File: config.mk
export PLATFORM = sky130hd
export DESIGN_NAME = data_mux_arbiter
export DESIGN_NICKNAME = d
export VERILOG_FILES = /design/src/rtl/data_mux_arbiter.sv
export SDC_FILE = /design/constraint.sdc
export NUM_CORES = 1
export LEC_CHECK = 0
export CORE_UTILIZATION = 50
export CTS_CLUSTER_DIAMETER = 50
export DETAILED_ROUTE_END_ITERATION = 6
export DONT_BUFFER_PORTS = 1
export HOLD_SLACK_MARGIN = 0.1
export PLACE_DENSITY = 0.64
export SYNTH_ARGS = -nofsm -noshare
export SYNTH_HDL_FRONTEND = slang
export SYNTH_SLANG_ARGS = --single-unit
File: constraint.sdc
create_clock -name clk -period 3.1 [get_ports clk]
set_input_delay 0.465 -clock clk [delete_from_list [all_inputs] [get_ports clk]]
set_output_delay 0.465 -clock clk [all_outputs]
set_load 0.02 [all_outputs]
File: src/rtl/data_mux_arbiter.sv
// data_mux_arbiter: round-robin burst arbiter/sequencer for a two-input 16-bit mux (define DATA_MUX_ARB_PRIO1_EN for fixed requester-1 priority)
module data_mux_arbiter #(
  parameter int MAX_BURST = 8,
  parameter int CNT_W = 8
) (
  input  logic        clk,
  input  logic        rst,
  input  logic        req_0,
  input  logic [15:0] S_0,
  input  logic        last_0,
  input  logic        req_1,
  input  logic [15:0] S_1,
  input  logic        last_1,
  input  logic        out_ready,
  output logic        gnt_0,
  output logic        gnt_1,
  output logic        take_0,
  output logic        take_1,
  output logic        sel,
  output logic [15:0] Out,
  output logic        out_valid
);
  typedef enum logic [1:0] {IDLE, GRANT0, GRANT1} state_t;
  state_t state, state_nxt;
  logic [CNT_W-1:0] cnt, cnt_inc;
  logic slot_free, xfer_0, xfer_1, xfer, req_g, last_g, rel;
  assign gnt_0 = state == GRANT0;
  assign gnt_1 = state == GRANT1;
  assign slot_free = !out_valid || out_ready;
  assign take_0 = gnt_0 && slot_free;
  assign take_1 = gnt_1 && slot_free;
  assign xfer_0 = req_0 && take_0;
  assign xfer_1 = req_1 && take_1;
  assign xfer = xfer_0 || xfer_1;
  assign cnt_inc = cnt + 1'b1;
  assign req_g = gnt_1 ? req_1 : req_0;
  assign last_g = gnt_1 ? last_1 : last_0;
  assign rel = (take_0 || take_1) && (!req_g || last_g || cnt_inc == CNT_W'(MAX_BURST));
`ifdef DATA_MUX_ARB_PRIO1_EN
  // requester 1 wins every arbitration it takes part in
  always_comb begin
    state_nxt = state;
    if (state == IDLE)
      state_nxt = req_1 ? GRANT1 : req_0 ? GRANT0 : IDLE;
    else if (rel)
      state_nxt = req_1 ? GRANT1 : (gnt_1 && req_0) ? GRANT0 : IDLE;
  end
`else
  logic last_winner;
  // ties go to whoever did not own the bus last; releases hand over with no bubble
  always_comb begin
    state_nxt = state;
    if (state == IDLE)
      state_nxt = (req_0 && req_1) ? (last_winner ? GRANT0 : GRANT1) : req_0 ? GRANT0 : req_1 ? GRANT1 : IDLE;
    else if (rel)
      state_nxt = gnt_0 ? (req_1 ? GRANT1 : IDLE) : (req_0 ? GRANT0 : IDLE);
  end
  // remember the owner of the most recently released burst
  always_ff @(posedge clk or posedge rst)
    if (rst)
      last_winner <= 1'b1;
    else if (rel)
      last_winner <= gnt_1;
`endif
  // grant state, mux select, burst count and the output register
  always_ff @(posedge clk or posedge rst)
    if (rst) begin
      state <= IDLE;
      sel <= 1'b0;
      cnt <= '0;
      Out <= '0;
      out_valid <= 1'b0;
    end else begin
      state <= state_nxt;
      sel <= state_nxt == GRANT1 ? 1'b1 : state_nxt == GRANT0 ? 1'b0 : sel;
      cnt <= rel ? '0 : xfer ? cnt_inc : cnt;
      if (xfer)
        Out <= xfer_1 ? S_1 : S_0;
      out_valid <= xfer || (out_valid && !out_ready);
    end
endmodule

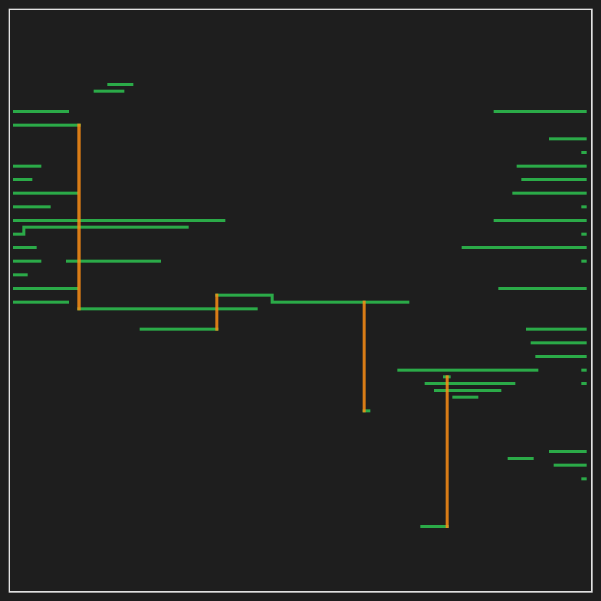
Figure 1: metal layers overlaid.
Scale: 10 px per µm. Only two layers are drawn.
- green: metal 3 (wire length 264 µm)
- orange: metal 4 (wire length 47.6 µm)
GRT Total Usage: 18.9%
per-cell routed wire length: 15.0 µm
routed wire length: 3010 µm
Via Count: 1150

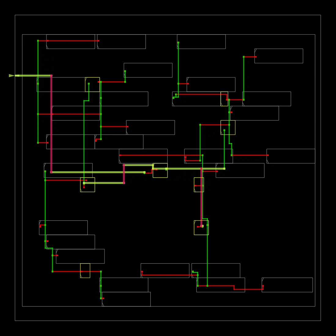
Figure 2: clock wiring as the flow saved it.
TritonCTS Buffers: 5
count of clock buffers in the final design: 6
number of sinks driven by the clock tree: 29

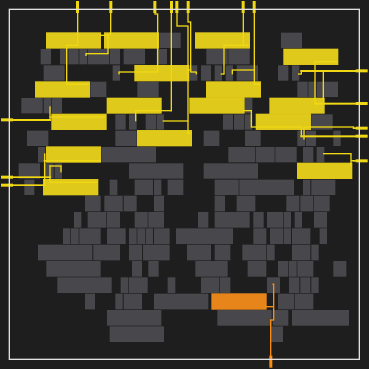
Figure 3: port wiring.
Scale: 6 px per µm.
- yellow: Out (bits 16; direction output; end cells 16; buffers 0; wire 274 µm)
- orange: out_valid (bits 1; direction output; end cells 1; buffers 0; wire 14.1 µm)

==> summary.txt <==
Notes on the flow outputs.

- The portion of synthesized cell area occupied by the leading cell type reads 44.5%.
- The clock-cell share of area reads 3.10%.
- The filler cell count in the final layout reads 272.
- The shortest period the worst path allows is 2.34 ns.
- The number of distinct library cell variants in the gate-level netlist after synthesis is 40.
- For the clock group, total power comes out at 0.000212 W.
- The number of buffers on the longest clock path reads 2.
- The met2 track demand over resource reads 29.2%.
- Wire segments on met3 add up to 263 µm in the final route.
- The met3 global-route usage is 7.37%.
- In the final layout, flip-flops and latches take up 43.9% of the cell area.
- The fraction of the mapped netlist area in compound gates is 15.4%.
- The quantity of hold-fixing buffers added after cts is 0.
- The sequential fraction of the synthesis area reads 46.2%.
- The register ranked first by flip-flop count reads Out.
- The global placement routability congestion reads 0.841.
- After global routing, the most crowded layer is met2.
- The synthesized area divided by synthesized cell count reads 10.2 µm².
- The via count of the first global-routing pass is 1057.
- The count of endpoints failing setup in the final report reads 0.
- The clock tree root driver cell is clkbuf_4.
- The clock-pin transition on the worst setup and hold timing paths is 0.09 ns.
- The vertical die dimension reported for this design is 58.1 µm.
- The largest share of the power goes to registers.
- The power attributed to combinational cells is 0.000575 W.
- Before any placement, the netlist area is recorded as 0.00157 mm².
- The area growth from synthesis to layout is 5.09%.
- The max-slew violation count reads 0.
- The net count of the mapped netlist reads 196.
- The flow ran to the end, and the final reports show no timing, DRC or antenna violations.
- Summed over all sequential cells, the power is 0.000793 W.
- The number of warnings printed during yosys synthesis is 0.
- The highest cell delay on the worst timing path reads 0.46 ns.
- In the post-synthesis netlist, the cell with the most instances is dfrtp_1.
- The width of the die is 58.1 µm.
- The post-CTS repair timing setup buffer count reads 0.
- After synthesis, the design contains 155 cells according to Yosys.
- The leakage power of the design is 0.800 nW.
- The estimated wirelength of the detail-placed design reads 2240 µm.
- For the final database, setup skew stands at 0.0109 ns.
- In this run the count of I/O pins placed on the die edge is 61.
- The area-dominant cell class after layout is combinational gates.
- Of the total power, combinational logic draws 36.4%.
- The basic-gate share of the synthesized area counting and, or, nand and nor cells is 17.5%.
- The peak supply drop is 0.520 mV.
- Note that the worst hold path type here is primary input to async pin.
- The portion of the clock cycle consumed by the worst path in the final layout reads 75.4%.
- The antenna cell count is 0.
- The register cell area after layout reads 727 µm².
- There are 29 flip-flops and latches.
- Of the total synthesized cell area, the portion taken by full adders, half adders and majority gates is 1.59%.
- The number of standard-cell rows in the floorplan reads 19.
- The dominant kind of combinational cell is simple AND/OR/NAND/NOR gates.
- Per the summary, power density relative to cell area is 955 mW/mm².
- The iteration count recorded for the first detailed-route pass is 4.
- The clock share of power reads 13.4%.
- The achievable clock frequency is 428 MHz.
- Leaving out the clock tree, the finished layout contains an inverter count of 6.
- The top layer used by detailed routing is met4.
- The leftover overflow at the end of global routing is 0.
- The standard cell core area reads 0.00288 mm².
- After layout the signal buffers, clock cells excluded, come to 0.908% of cell area.
- The arrival time reported for the critical path endpoint reads 2.55 ns.
- Adding up every negative setup slack in the final design gives 0 ns.
- The met2 layer wire length in the routed design is 1460 µm.
- In the floorplan report the effective utilization is 54.7%.
- The fraction of layout instances using a drive strength above 1 is 13.2%.
- The startpoint class of the critical path reads a flop.
- In this run the critical path is formed by ha_1 > nand2_1 > nor3_1 > o2111ai_4 > a311oi_1 > ha_1 > mux2_2.
- Yosys reported a register bit count of 29.
- The layout buffer count excluding clock buffers reads 2.
- The first global-routing pass estimated 4740 µm of wire.
- The CTS tree reads built.
- The category of the critical setup timing path is flop to flop.
- The clock insertion delay at the later pin of the skew report reads 0.32 ns.
- The synthesized netlist devotes 3.90% of its cell area to XOR and XNOR gates.
- Ranking logic cells in the layout by count gives the top entries dfrtp_1 (28), nor2_1 (26), a21oi_1 (18).
- The pin slew with the least headroom to its limit reads 1.09 ns.
- The number of tap cells added at floorplan reads 42.
- The final net count is 199.
==> worst paths after layout <==
kind,startpoint,end,slack (ns),cells past startpoint
max,cnt[0],sel,0.76,7
min reg2reg,last_winner,last_winner,0.54,2
min in group clk,S_1[13],Out[13],0.35,2
min,rst,Out[12],0.30,1
max in group asynchronous,rst,cnt[1],2.14,1
max reg2reg,cnt[0],sel,0.76,7
==> stage by stage <==
stage	std cells	area, µm²	worst slack (ns)	total power (W)	util, %
6_report	201	1650	0.764	0.00158	57.5
5_1_grt	201	1650	0.602	0.00171	57.5
4_1_cts	201	1650	0.749	0.00160	57.5
2_1_floorplan	155	1570	0.924	0.00127	-
3_3_place_gp	193	1600	0.851	0.00135	55.7
3_5_place_dp	193	1600	0.720	0.00138	55.7
Power figures rest on the tool's default switching activity, not on a simulated workload.
